===== config.mk =====
export PLATFORM = sky130hd
export DESIGN_NAME = pic_bus_rw_ctrl
export DESIGN_NICKNAME = d
export VERILOG_FILES = /design/src/rtl/pic_pkg.sv /design/src/rtl/pic_strobe_sync.sv /design/src/rtl/pic_bus_rw_ctrl.sv
export SDC_FILE = /design/constraint.sdc
export NUM_CORES = 1
export LEC_CHECK = 0
export CORE_ASPECT_RATIO = 1.4
export CORE_MARGIN = 8
export CORE_UTILIZATION = 45
export CTS_CLUSTER_SIZE = 40
export DETAILED_ROUTE_END_ITERATION = 10
export PLACE_DENSITY = 0.8
export SYNTH_ARGS = -nofsm -noshare
export SYNTH_HDL_FRONTEND = slang
export SYNTH_SLANG_ARGS = --single-unit

===== constraint.sdc =====
create_clock -name clk -period 2.35 [get_ports clk]
set_input_delay 0.235 -clock clk [delete_from_list [all_inputs] [get_ports clk]]
set_output_delay 0.235 -clock clk [all_outputs]
set_load 0.05 [all_outputs]

===== src/rtl/pic_pkg.sv =====
// Shared types and constants for the PIC bus read/write control slice.
package pic_pkg;

  typedef enum logic [2:0] {
    ST_UNINIT,
    ST_WAIT_ICW2,
    ST_WAIT_ICW3,
    ST_WAIT_ICW4,
    ST_READY
  } pic_state_e;

  localparam logic RSEL_IRR = 1'b0;
  localparam logic RSEL_ISR = 1'b1;

  localparam logic [7:0] CALL_OPCODE = 8'hCD;

  localparam int ICW1_IC4  = 0;
  localparam int ICW1_SNGL = 1;
  localparam int ICW1_ADI  = 2;
  localparam int ICW1_LTIM = 3;
  localparam int ICW1_ID   = 4;

  localparam int ICW4_UPM  = 0;
  localparam int ICW4_AEOI = 1;
  localparam int ICW4_SFNM = 4;

  localparam int OCW_KIND_HI = 4;
  localparam int OCW_KIND_LO = 3;
  localparam logic [1:0] OCW_KIND_OCW2 = 2'b00;
  localparam logic [1:0] OCW_KIND_OCW3 = 2'b01;
  localparam int OCW3_RR  = 1;
  localparam int OCW3_RIS = 0;

endpackage


===== src/rtl/pic_strobe_sync.sv =====
// Multi-flop synchroniser for one bus pin with rise/fall detection on the synchronised copy.
module pic_strobe_sync #(
  parameter int   STAGES  = 2,
  parameter logic RST_VAL = 1'b1
) (
  input  logic clk,
  input  logic rst_n,
  input  logic din,
  output logic q,
  output logic rise,
  output logic fall
);

  logic [STAGES-1:0] sr;
  logic              q_d;

  always_ff @(posedge clk or negedge rst_n) begin
    if (!rst_n) begin
      sr  <= {STAGES{RST_VAL}};
      q_d <= RST_VAL;
    end else begin
      sr[0] <= din;
      for (int i = 1; i < STAGES; i++) sr[i] <= sr[i-1];
      q_d <= sr[STAGES-1];
    end
  end

  assign q    = sr[STAGES-1];
  assign rise = q & ~q_d;
  assign fall = ~q & q_d;

endmodule


===== src/rtl/pic_bus_rw_ctrl.sv =====
// CPU-side register access, init-sequence FSM and INTA vector sequencing for the PIC.
// state        | meaning
// ST_UNINIT    | no ICW1 seen since reset
// ST_WAIT_ICW2 | ICW1 taken, next a0=1 write is the vector base
// ST_WAIT_ICW3 | cascade mask / slave id expected
// ST_WAIT_ICW4 | mode word expected
// ST_READY     | initialised; OCWs, masks and INTA active
module pic_bus_rw_ctrl
  import pic_pkg::*;
#(
  parameter int N_IRQ       = 8,
  parameter int SYNC_STAGES = 2
) (
  input  logic             clk,
  input  logic             rst_n,
  input  logic             cs_n,
  input  logic             rd_n,
  input  logic             wr_n,
  input  logic             a0,
  input  logic [7:0]       d_in,
  output logic [7:0]       d_out,
  output logic             d_oe,
  input  logic             inta_n,
  input  logic [N_IRQ-1:0] irr,
  input  logic [N_IRQ-1:0] isr,
  input  logic [2:0]       irq_id,
  output logic             init_done,
  output logic             ltim,
  output logic             sngl,
  output logic             adi,
  output logic [7:0]       vec_hi,
  output logic [7:0]       icw3,
  output logic             upm,
  output logic             aeoi,
  output logic             sfnm,
  output logic [N_IRQ-1:0] imr,
  output logic             ocw2_stb,
  output logic [7:0]       ocw2,
  output logic             inta_first,
  output logic             inta_last
);

  logic cs_s, rd_s, wr_s, inta_s, a0_s;
  logic rd_rise, rd_fall, wr_rise, wr_fall, inta_rise, inta_fall;
  logic cs_rise, cs_fall, a0_rise, a0_fall;
  logic unused_sync;

  pic_strobe_sync #(.STAGES(SYNC_STAGES), .RST_VAL(1'b1)) u_sync_cs (
    .clk(clk), .rst_n(rst_n), .din(cs_n), .q(cs_s), .rise(cs_rise), .fall(cs_fall));
  pic_strobe_sync #(.STAGES(SYNC_STAGES), .RST_VAL(1'b1)) u_sync_rd (
    .clk(clk), .rst_n(rst_n), .din(rd_n), .q(rd_s), .rise(rd_rise), .fall(rd_fall));
  pic_strobe_sync #(.STAGES(SYNC_STAGES), .RST_VAL(1'b1)) u_sync_wr (
    .clk(clk), .rst_n(rst_n), .din(wr_n), .q(wr_s), .rise(wr_rise), .fall(wr_fall));
  pic_strobe_sync #(.STAGES(SYNC_STAGES), .RST_VAL(1'b1)) u_sync_inta (
    .clk(clk), .rst_n(rst_n), .din(inta_n), .q(inta_s), .rise(inta_rise), .fall(inta_fall));
  pic_strobe_sync #(.STAGES(SYNC_STAGES), .RST_VAL(1'b0)) u_sync_a0 (
    .clk(clk), .rst_n(rst_n), .din(a0), .q(a0_s), .rise(a0_rise), .fall(a0_fall));

  assign unused_sync = ^{cs_rise, cs_fall, a0_rise, a0_fall, inta_s};

  pic_state_e state_q, state_d;

  logic       illegal;
  logic       wr_cs_n_q, wr_a0_q, wr_bad_q;
  logic [7:0] wr_d_q;
  logic       commit, is_icw1, is_data, is_ocw2, is_ocw3;
  logic       ic4_q, rsel_q;
  logic [2:0] a75_q;

  assign illegal = ~cs_s & ~rd_s & ~wr_s;

  // Write address/data are frozen at the falling edge; overlap with a read poisons the cycle.
  always_ff @(posedge clk or negedge rst_n) begin
    if (!rst_n) begin
      wr_cs_n_q <= 1'b1;
      wr_a0_q   <= 1'b0;
      wr_d_q    <= 8'h00;
      wr_bad_q  <= 1'b0;
    end else if (wr_fall) begin
      wr_cs_n_q <= cs_s;
      wr_a0_q   <= a0_s;
      wr_d_q    <= d_in;
      wr_bad_q  <= ~cs_s & ~rd_s;
    end else if (illegal) begin
      wr_bad_q  <= 1'b1;
    end
  end

  assign commit  = wr_rise & ~wr_cs_n_q & ~wr_bad_q;
  assign is_icw1 = commit & ~wr_a0_q & wr_d_q[ICW1_ID];
  assign is_data = commit & wr_a0_q;
  assign is_ocw2 = commit & ~wr_a0_q & (state_q == ST_READY) &
                   (wr_d_q[OCW_KIND_HI:OCW_KIND_LO] == OCW_KIND_OCW2);
  assign is_ocw3 = commit & ~wr_a0_q & (state_q == ST_READY) &
                   (wr_d_q[OCW_KIND_HI:OCW_KIND_LO] == OCW_KIND_OCW3);

  always_ff @(posedge clk or negedge rst_n) begin
    if (!rst_n) state_q <= ST_UNINIT;
    else        state_q <= state_d;
  end

  always_comb begin
    state_d = state_q;
    if (is_icw1) begin
      state_d = ST_WAIT_ICW2;
    end else if (is_data) begin
      case (state_q)
        ST_WAIT_ICW2: state_d = !sngl ? ST_WAIT_ICW3 : (ic4_q ? ST_WAIT_ICW4 : ST_READY);
        ST_WAIT_ICW3: state_d = ic4_q ? ST_WAIT_ICW4 : ST_READY;
        ST_WAIT_ICW4: state_d = ST_READY;
        default:      state_d = state_q;
      endcase
    end
  end

  assign init_done = (state_q == ST_READY);

  always_ff @(posedge clk or negedge rst_n) begin
    if (!rst_n) begin
      ltim     <= 1'b0;
      sngl     <= 1'b0;
      adi      <= 1'b0;
      ic4_q    <= 1'b0;
      a75_q    <= 3'b000;
      vec_hi   <= 8'h00;
      icw3     <= 8'h00;
      upm      <= 1'b0;
      aeoi     <= 1'b0;
      sfnm     <= 1'b0;
      imr      <= '0;
      rsel_q   <= RSEL_IRR;
      ocw2     <= 8'h00;
      ocw2_stb <= 1'b0;
    end else begin
      ocw2_stb <= is_ocw2;
      if (is_icw1) begin
        ltim   <= wr_d_q[ICW1_LTIM];
        sngl   <= wr_d_q[ICW1_SNGL];
        adi    <= wr_d_q[ICW1_ADI];
        ic4_q  <= wr_d_q[ICW1_IC4];
        a75_q  <= wr_d_q[7:5];
        imr    <= '0;
        icw3   <= 8'h00;
        upm    <= 1'b0;
        aeoi   <= 1'b0;
        sfnm   <= 1'b0;
        rsel_q <= RSEL_IRR;
      end else if (is_data) begin
        case (state_q)
          ST_WAIT_ICW2: vec_hi <= wr_d_q;
          ST_WAIT_ICW3: icw3   <= wr_d_q;
          ST_WAIT_ICW4: begin
            upm  <= wr_d_q[ICW4_UPM];
            aeoi <= wr_d_q[ICW4_AEOI];
            sfnm <= wr_d_q[ICW4_SFNM];
          end
          ST_READY:     imr <= wr_d_q[N_IRQ-1:0];
          default:      ;
        endcase
      end else if (is_ocw2) begin
        ocw2 <= wr_d_q;
      end else if (is_ocw3 && wr_d_q[OCW3_RR]) begin
        rsel_q <= wr_d_q[OCW3_RIS];
      end
    end
  end

  logic [1:0] inta_cnt;
  logic       inta_act, inta_drv;
  logic [2:0] irq_hold;
  logic [7:0] inta_byte;
  logic       inta_byte_drv;
  logic       inta_start;
  logic       rd_act;
  logic [7:0] rd_byte;

  assign inta_start = inta_fall & init_done & ~inta_act & ~is_icw1;

  // Pulse index inta_cnt selects which vector byte goes out on this falling edge.
  always_comb begin
    inta_byte     = 8'h00;
    inta_byte_drv = 1'b0;
    if (upm) begin
      if (inta_cnt == 2'd1) begin
        inta_byte     = {vec_hi[7:3], irq_hold};
        inta_byte_drv = 1'b1;
      end
    end else begin
      inta_byte_drv = 1'b1;
      case (inta_cnt)
        2'd0:    inta_byte = CALL_OPCODE;
        2'd1:    inta_byte = adi ? {a75_q, irq_hold, 2'b00} : {a75_q[2:1], irq_hold, 3'b000};
        default: inta_byte = vec_hi;
      endcase
    end
  end

  always_comb begin
    rd_byte = 8'h00;
    if (a0_s)                   rd_byte = 8'(imr);
    else if (rsel_q == RSEL_ISR) rd_byte = 8'(isr);
    else                        rd_byte = 8'(irr);
  end

  always_ff @(posedge clk or negedge rst_n) begin
    if (!rst_n) begin
      inta_cnt   <= 2'd0;
      inta_act   <= 1'b0;
      inta_drv   <= 1'b0;
      irq_hold   <= 3'd0;
      inta_first <= 1'b0;
      inta_last  <= 1'b0;
      rd_act     <= 1'b0;
      d_out      <= 8'h00;
    end else begin
      inta_first <= 1'b0;
      inta_last  <= 1'b0;
      if (is_icw1) begin
        inta_cnt <= 2'd0;
        inta_act <= 1'b0;
        inta_drv <= 1'b0;
      end else if (inta_start) begin
        inta_act <= 1'b1;
        inta_drv <= inta_byte_drv;
        if (inta_byte_drv) d_out <= inta_byte;
        if (inta_cnt == 2'd0) begin
          inta_first <= 1'b1;
          irq_hold   <= irq_id;
        end
      end else if (inta_rise && inta_act) begin
        inta_act <= 1'b0;
        inta_drv <= 1'b0;
        if (inta_cnt == (upm ? 2'd1 : 2'd2)) begin
          inta_cnt  <= 2'd0;
          inta_last <= 1'b1;
        end else begin
          inta_cnt <= inta_cnt + 2'd1;
        end
      end

      if (rd_fall && !cs_s) begin
        rd_act <= 1'b1;
        if (!inta_act && !inta_start) d_out <= rd_byte;
      end else if (rd_rise) begin
        rd_act <= 1'b0;
      end
    end
  end

  assign d_oe = inta_act ? inta_drv : (rd_act & ~illegal);

endmodule


Fig. 1: run 1, floorplan with the power grid
The bar under the picture is 20 um long. Pins as bars on the die edge.
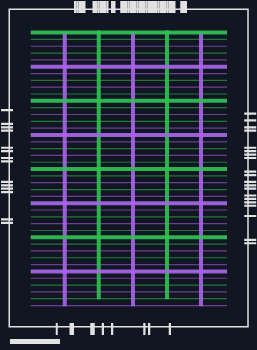
- VDD: green
- VSS: purple
- met5 straps: 8
- rows: 40
- met4 straps: 5
- signal pins: 85
chip width: 94.6 um
Die Y: 126 um
Worst VDD drop: 0.000704 V
area of the core region: 0.00851 sq mm

Fig. 2: run 1, cell classes on the final placement
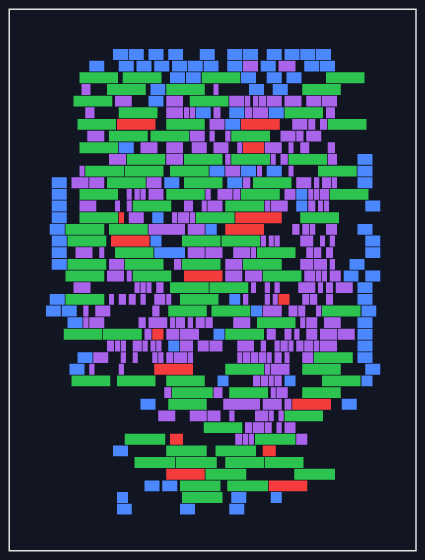
- clock drivers and dummy loads: red (cells 16)
- combinational and other logic: purple (cells 240)
- other buffers and delay cells: blue (cells 97)
- flops: green (cells 89)

Fig. 3: run 1, clock distribution
The bar under the picture is 20 um long.
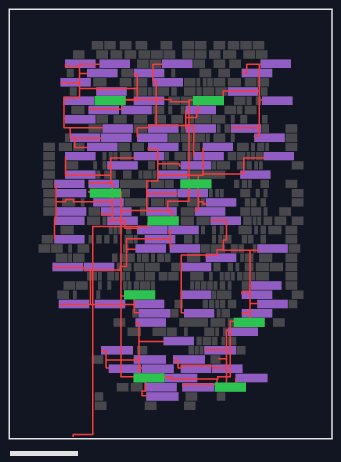
- flip-flops: purple (count 89)
- clock drivers: green (count 9)
- clock wires: red (length 1040 um)
- routed clock nets: 10
Latency at later pin: 0.34 ns
Layout Skew: 0.0109 ns

Fig. 4: run 1, routed metal, one color a layer
The bar under the picture is 20 um long.
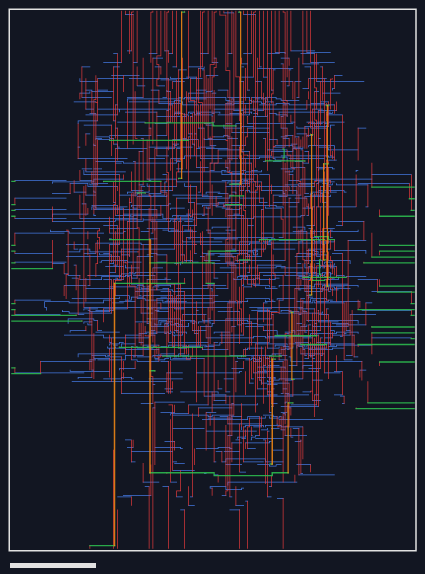
- metal 1: blue (wire length 3940 um)
- metal 4: orange (wire length 353 um)
- metal 3: green (wire length 480 um)
- metal 2: red (wire length 5120 um)

==> summary.rpt, run 1 <==
=== SYNTHESIS / PLACE & ROUTE SUMMARY ===
----------------------------------------------------
[Synthesis]
  Share of flip-flops with an asynchronous set or reset ........................ 1.00
  Post-synthesis cell count ........................ 343
  Distinct cell type count of the synthesized netlist ........................ 38
  Part of the Yosys area used for sequential elements ........................ 0.577
  Area share of the largest cell type after synthesis ........................ 0.496
  Total nets after synthesis ........................ 380

[Clock network]
  TritonCTS Buffers ........................ 9

[Status]
  Status ........................ finished clean

[Timing]
  RSZ-0062 raised after global routing ........................ false
  Max-slew violation total from the final report ........................ 0
  Setup TNS ........................ 0 ns
  Final critical delay including setup and external delays ........................ 2.12 ns

[Place]
  Detail Placement HPWL ........................ 7160 um
  Port-buffer cells ........................ 84

[Worst setup path]
  WP data arrival ........................ 2.39 ns
  Critical path required time ........................ 2.62 ns
  Classification of the worst setup path ........................ flip-flop to flip-flop
  Crit path capture ........................ d_out[2]

[Routing]
  Detailed-router iteration count before antenna repair ........................ 4
  Drt total wl ........................ 9890 um

[GRT]
  Number of antenna violations at the first check in global routing ........................ 0

----------------------------------------------------
-- run 1: layout by cell type (no fill, tap or decap), drive strengths merged, types with 3 or more instances in the layout --
cell type / count
nand2: 43
nor4b: 3
o31ai: 3
ha: 3
dfrtp: 77
o21ai: 19
nor2: 39
a211oi: 5
o22ai: 3
mux2i: 25
a22oi: 4
dfstp: 12
buf: 15
clkbuf: 11
a21oi: 19
nor2b: 4
inv: 9
clkdlybuf4s50: 81
mux2: 34
nand3: 6
nand2b: 4
-- run 1: worst max-delay path, stage by stage, from the launching register on --
cell	delay, ns
sky130_fd_sc_hd__dfstp_2	0.57
sky130_fd_sc_hd__nor4b_4	0.38
sky130_fd_sc_hd__nand3b_1	0.39
sky130_fd_sc_hd__nand2b_1	0.39
sky130_fd_sc_hd__a22oi_1	0.17
sky130_fd_sc_hd__a21oi_1	0.16
-- run 1: worst min-delay path by stage --
stage / depth (start not counted) / endpoint / start
after floorplan: 0 / a75_q[0] / rst_n
after global placement: 1 / rd_act / rst_n
after detailed placement: 1 / sngl / rst_n
after CTS: 1 / u_sync_wr.sr[0] / wr_n
after global routing: 1 / u_sync_inta.sr[0] / inta_n
final: 1 / u_sync_wr.sr[0] / wr_n
-- run 1: state kept, by name, summed over array words and instances, names as in the netlist, 3 cells and up --
| register | flops |
|---|---|
| ocw2 | 8 |
| imr | 8 |
| a75_q | 3 |
| wr_d_q | 8 |
| icw3 | 8 |
| state_q | 3 |
| d_out | 8 |
| vec_hi | 8 |
| irq_hold | 3 |
-- run 1: final cells by class --
cell class	instances	area, sq um
multi-input cells	232	1560
clock inverters	5	62.6
flip-flops and latches	89	2240
well taps	105	131
fillers	682	3290
clock buffers	11	243
inverters	8	30.0
repair buffers	97	946
-- run 1: power groups by stage --
stage | clock network, W | registers, W | logic (W)
floorplan | 0 | 0.00288 | 0.000761
global route | 0.00154 | 0.00230 | 0.00233
CTS | 0.00148 | 0.00225 | 0.00220
finish | 0.00145 | 0.00225 | 0.00218
detailed placement | 0 | 0.00227 | 0.00218
global placement | 0 | 0.00226 | 0.00214
-- run 1: per-stage QoR --
step           utilization  hold WS (ns)  instances  area (sq um)  setup WS [ns]
2_1_floorplan            -       -0.0606        343          3890         0.0739
3_3_place_gp         0.576         0.236        530          4900          0.310
3_5_place_dp         0.576         0.244        530          4900          0.240
4_1_cts              0.613         0.292        547          5210          0.241
5_1_grt              0.613         0.308        547          5210         0.0314
6_report             0.613         0.308        547          5210          0.227
-- run 1: metal layers --
metal | routed length [um] | vias to the layer above | GRT usage
li1 | - | 1392 | -
met1 | 3940 | 1498 | 0.202
met2 | 5120 | 99 | 0.293
met3 | 480 | 22 | 0.0386
met4 | 352 | 0 | 0.0969
met5 | 0 | - | 0
-- run 1: logic make-up after synthesis --
family,Yosys count,synth area share
AND-OR/OR-AND,59,0.0904
XOR/XNOR,1,0.00225
adder cells (fa/ha/maj),3,0.00966
buffers and inverters,22,0.0222
flip-flops,89,0.577
multiplexers,59,0.163
AND/OR/NAND/NOR,110,0.136
--- run 2 (diff from run 1) ---
--- a/config.mk
+++ b/config.mk
@@ -10,7 +10,8 @@
 export CORE_UTILIZATION = 45
 export CTS_CLUSTER_SIZE = 40
 export DETAILED_ROUTE_END_ITERATION = 10
-export PLACE_DENSITY = 0.8
+export MAX_ROUTING_LAYER = met4
+export PLACE_DENSITY = 0.68
 export SYNTH_ARGS = -nofsm -noshare
 export SYNTH_HDL_FRONTEND = slang
 export SYNTH_SLANG_ARGS = --single-unit
Fig. 5: run 2, routed metal, one color a layer
The bar under the picture is 20 um long.
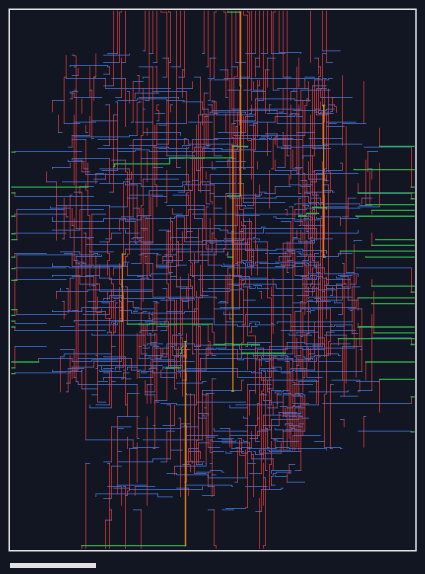
- metal 3: green (wire length 369 um)
- metal 2: red (wire length 5170 um)
- metal 1: blue (wire length 4020 um)
- metal 4: orange (wire length 199 um)
Total GRT Usage: 0.175
drt total wl: 9760 um

Fig. 6: run 2, clock routing
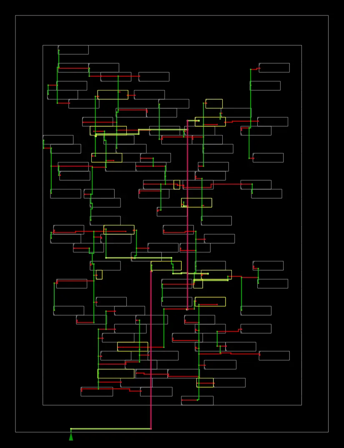
P_clk: 0.00156 W
number of clock buffers in the layout: 11

==> run 2 against run 1 <==
Effect of this change: core utilization grew 0.24 points; wire length is 1.3% lower; largest cell class unchanged; highest routed layer unchanged; critical endpoint unchanged; non-clock buffer count is 1 higher.
==> summary.rpt, run 2 <==
=== SYNTHESIS / PLACE & ROUTE SUMMARY ===
----------------------------------------------------
[Floorplan]
  Die Y ........................ 126 um

[Timing]
  Worst path setup slack after routing ........................ 0.193 ns
  Setup TNS ........................ 0 ns
  RSZ-0062 raised after global routing ........................ false
  Final critical delay including setup and external delays ........................ 2.16 ns
  Max-slew violation total from the final report ........................ 0

[Worst setup path]
  WP data arrival ........................ 2.42 ns
  Critical path required time ........................ 2.61 ns

[Routing]
  Highest metal layer with signal wires ........................ met4
  Met3 Wirelength ........................ 368 um
  Detailed-router iteration count before antenna repair ........................ 4
  Metal2 WL ........................ 5170 um

[Layout]
  Filler cells ........................ 730
  Most common library cell in the layout ignoring fill and taps ........................ sky130_fd_sc_hd__clkdlybuf4s50_1

[Place]
  Detail Placement HPWL ........................ 7270 um
  Worst slack at placement ........................ 0.183 ns

[Pwr]
  Worst VDD drop ........................ 0.000623 V

[Synthesis]
  Xor/xnor cell area share of the yosys netlist ........................ 0.00225
  Post-synthesis cell count ........................ 343
  Share of flip-flops with an asynchronous set or reset ........................ 1.00
  Area share of the largest cell type after synthesis ........................ 0.496
  Part of the Yosys area used for sequential elements ........................ 0.577
  Area share of fa/ha/maj cells after synthesis ........................ 0.00966
  Area fraction in and, or, nand and nor cells ........................ 0.136

[Clock network]
  Latency at later pin ........................ 0.34 ns

[Status]
  Status ........................ finished clean

----------------------------------------------------
Fig. 7: run 2, clock distribution
The bar under the picture is 20 um long.
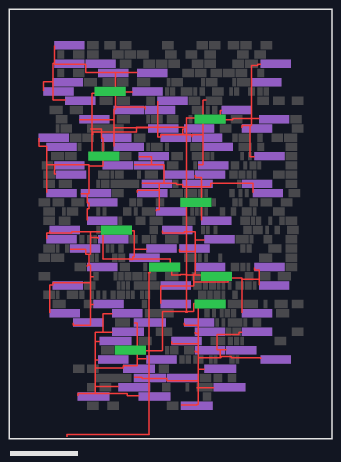
- clock wires: red (length 1050 um)
- clock drivers: green (count 9)
- flip-flops: purple (count 89)
- routed clock nets: 10
clock share of power: 0.260
Layout Skew: 0.00766 ns

==> run 2: logic make-up after synthesis <==
logic type,Yosys count
DFF,89
xor gates and xnor gates,1
and+or+nand+nor,110
buffers and inverters,22
muxes,59
adders and majority gates,3
AOI/OAI and AO/OA,59
==> run 2: area by class of cell <==
class | instances | area, sq um | area share
multi-input cells | 232 | 1560 | 0.298
well taps | 105 | 131 | 0.0251
inverters | 8 | 30.0 | 0.00574
repair buffers | 98 | 941 | 0.180
clock inverters | 5 | 77.6 | 0.0148
flip-flops and latches | 89 | 2240 | 0.428
clock buffers | 11 | 253 | 0.0483
==> run 2: worst paths after layout <==
path / to / slack [ns] / cells past startpoint
worst max-delay path: d_out[2] / 0.19 / 5
worst min-delay path: u_sync_inta.sr[0] / 0.30 / 1
worst max register to register: d_out[2] / 0.19 / 5
worst min register to register: u_sync_a0.sr[1] / 0.35 / 0
max in group asynchronous: u_sync_wr.sr[1] / 1.24 / 3
min in group asynchronous: wr_d_q[7] / 0.41 / 2
==> run 2: metal layers <==
metal	GRT usage	up-vias
li1	-	1397
met1	0.197	1441
met2	0.298	68
met3	0.0273	13
met4	0.0756	0
met5	-	-
==> run 2: power groups by stage <==
stage,sequential (W),clock [W],combinational (W)
detailed placement,0.00226,0,0.00220
global route,0.00229,0.00164,0.00234
finish,0.00224,0.00156,0.00219
CTS,0.00224,0.00159,0.00221
floorplan,0.00288,0,0.000761
global placement,0.00225,0,0.00215
==> run 2: critical path, cell delays in order, from the launching register on <==
cell	delay (ns)
sky130_fd_sc_hd__dfstp_2	0.57
sky130_fd_sc_hd__nor4b_4	0.39
sky130_fd_sc_hd__nand3b_1	0.40
sky130_fd_sc_hd__nand2b_1	0.38
sky130_fd_sc_hd__a22oi_1	0.18
sky130_fd_sc_hd__a21oi_1	0.17
==> run 2: what timing repair did <==
item,CTS,global route
hold buffers,1,0
setup buffers,0,0
hold endpoints to repair,33,0
==> run 2: metrics by stage <==
step	power, W	cell area (sq um)	instances	hold slack (ns)	util
finish	0.00598	5230	548	0.298	0.615
floorplan	0.00364	3890	343	-0.0606	-
CTS	0.00604	5230	548	0.291	0.615
global route	0.00628	5230	548	0.292	0.615
detailed placement	0.00446	4890	531	0.236	0.575
global placement	0.00441	4890	531	0.230	0.575
--- run 3 (diff from run 2) ---
--- a/config.mk
+++ b/config.mk
@@ -10,6 +10,7 @@
 export CORE_UTILIZATION = 45
 export CTS_CLUSTER_SIZE = 40
 export DETAILED_ROUTE_END_ITERATION = 10
+export GPL_ROUTABILITY_DRIVEN = 0
 export MAX_ROUTING_LAYER = met4
 export PLACE_DENSITY = 0.68
 export SYNTH_ARGS = -nofsm -noshare
Fig. 8: run 3, cell classes on the final placement
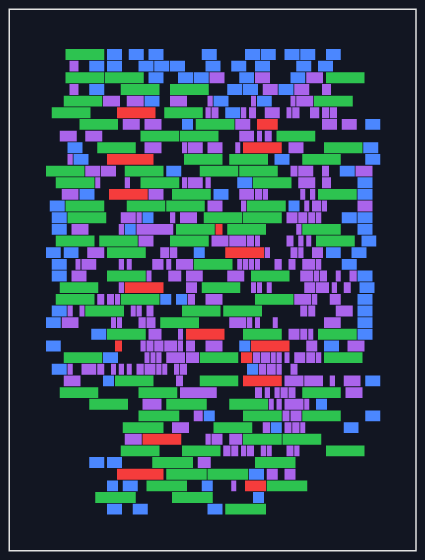
- flops: green (cells 89)
- other buffers and delay cells: blue (cells 98)
- clock drivers and dummy loads: red (cells 16)
- combinational and other logic: purple (cells 240)
Non-Filler Cell Area, Final: 0.00523 sq mm
number of rows created at floorplan: 40
Final Core Density: 0.615

Fig. 9: run 3, clock routing
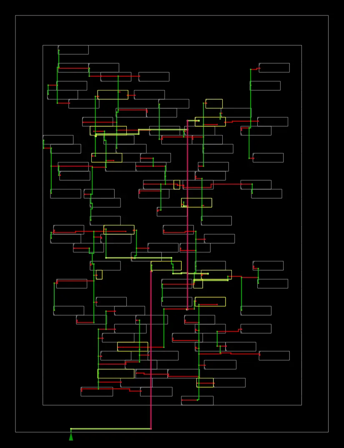
clock sinks: 89
number of sequential cells in the layout: 89
TritonCTS Buffers: 9

==> run 3 against run 2 <==
Effect of this change: sequential share of layout area is the same; sequential power is essentially flat; worst setup slack is the same; flip-flop count is the same; final cell count is the same; clock power is essentially flat; total power is the same; design area is the same; non-clock buffer count is the same.
==> summary.rpt, run 3 <==
=== SYNTHESIS / PLACE & ROUTE SUMMARY ===
----------------------------------------------------
[Status]
  Status ........................ finished clean

[Worst setup path]
  Classification of the worst setup path ........................ flip-flop to flip-flop
  WP data arrival ........................ 2.42 ns
  Peak per-stage delay on the critical path ........................ 0.57 ns
  List of cells traversed by the critical path ........................ nor4b_4 -> nand3b_1 -> nand2b_1 -> a22oi_1 -> a21oi_1
  Reg2reg path depth ........................ 5
  Path length in cells of the critical path ........................ 5
  Library cell contributing the largest single delay on the critical path ........................ sky130_fd_sc_hd__dfstp_2

[Clock network]
  Latency at later pin ........................ 0.34 ns
  Count of buffers added by post-CTS timing repair for setup ........................ 0
  Total of hold buffers inserted after clock tree synthesis ........................ 1

[Place]
  Number of instances in the placed design ........................ 531
  Cell area reported after detailed placement ........................ 0.00489 sq mm
  Detail Placement HPWL ........................ 7270 um

[Timing]
  Layout Skew ........................ 0.00766 ns
  Max-slew violation total from the final report ........................ 0
  RSZ-0062 raised after global routing ........................ false

[Layout]
  Most common library cell in the layout ignoring fill and taps ........................ sky130_fd_sc_hd__clkdlybuf4s50_1

[Floorplan]
  Area of the core region ........................ 0.00851 sq mm
  Chip width ........................ 94.6 um

[GRT]
  Total GRT Usage ........................ 0.175
  Number of antenna violations at the first check in global routing ........................ 0

[Pwr]
  Worst VDD drop ........................ 0.000623 V

[Synthesis]
  Distinct cell type count of the synthesized netlist ........................ 38

[Routing]
  Detailed-router iteration count before antenna repair ........................ 4
  Drt total wl ........................ 9760 um

----------------------------------------------------
Fig. 10: run 3, routed metal, one color a layer
The bar under the picture is 20 um long.
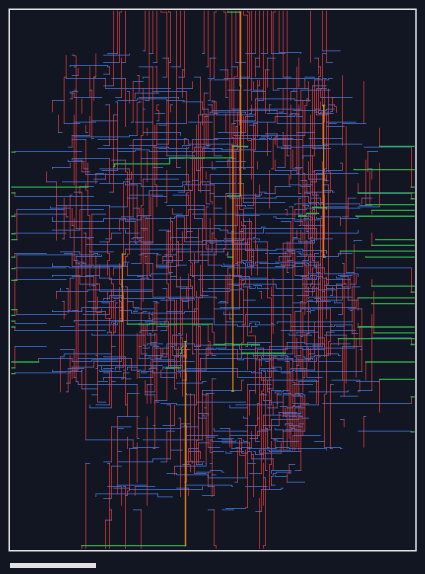
- metal 1: blue (wire length 4020 um)
- metal 3: green (wire length 369 um)
- metal 2: red (wire length 5170 um)
- metal 4: orange (wire length 199 um)

==> run 3: cell counts after synthesis <==
No cell type changed its count.
==> run 3: worst paths after layout <==
check                                startpoint                 to  slack (ns)
max in group asynchronous                 rst_n    u_sync_wr.sr[1]        1.24
worst min-delay path                     inta_n  u_sync_inta.sr[0]        0.30
worst max register to register  u_sync_wr.sr[1]           d_out[2]        0.19
worst min register to register  u_sync_a0.sr[0]    u_sync_a0.sr[1]        0.35
min in group asynchronous                 rst_n          wr_d_q[7]        0.41
worst max-delay path            u_sync_wr.sr[1]           d_out[2]        0.19
==> run 3: area by class of cell <==
cell class | count | area, sq um
Clock buffer | 11 | 253
Sequential cell | 89 | 2240
Timing Repair Buffer | 98 | 941
Inverter | 8 | 30.0
Clock inverter | 5 | 77.6
Multi-Input combinational cell | 232 | 1560
Fill cell | 730 | 3270
Tap cell | 105 | 131
==> run 3: cells by family (layout without fill, tap and decap cells) <==
kind of cell             Yosys count  after routing  share of synthesized area
multiplexers                      59             59                      0.163
flip-flops                        89             89                      0.577
AND/OR/NAND/NOR                  110            110                      0.136
AND-OR/OR-AND                     59             59                     0.0904
XOR/XNOR                           1              1                    0.00225
adder cells (fa/ha/maj)            3              3                    0.00966
buffers and inverters             22            122                     0.0222
==> run 3: metrics by stage <==
stage,hold WS [ns],util
CTS,0.291,0.615
global route,0.292,0.615
detailed placement,0.236,0.575
floorplan,-0.0606,-
finish,0.298,0.615
global placement,0.230,0.575
==> run 3: worst register-to-register path: stages (launching register included) <==
cell and delay, ns:
sky130_fd_sc_hd__dfstp_2 0.57, sky130_fd_sc_hd__nor4b_4 0.39, sky130_fd_sc_hd__nand3b_1 0.40, sky130_fd_sc_hd__nand2b_1 0.38, sky130_fd_sc_hd__a22oi_1 0.18, sky130_fd_sc_hd__a21oi_1 0.17
==> run 3: layer usage <==
metal	global-route usage	wire length [um]
met5	-	0
met4	0.0756	198
met3	0.0273	368
met2	0.298	5170
met1	0.197	4020
==> run 3: report_power, final <==
| group | leakage, nW | internal [W] | total [W] | switching [W] |
|---|---|---|---|---|
| Sequential | 1.13 | 0.00190 | 0.00224 | 0.000341 |
| Combinational | 1.11 | 0.000809 | 0.00219 | 0.00138 |
| Clock | 0.162 | 0.000985 | 0.00156 | 0.000571 |
| Total | 2.40 | 0.00369 | 0.00598 | 0.00229 |
No activity file was given, so power comes from the tool's default toggle rates.
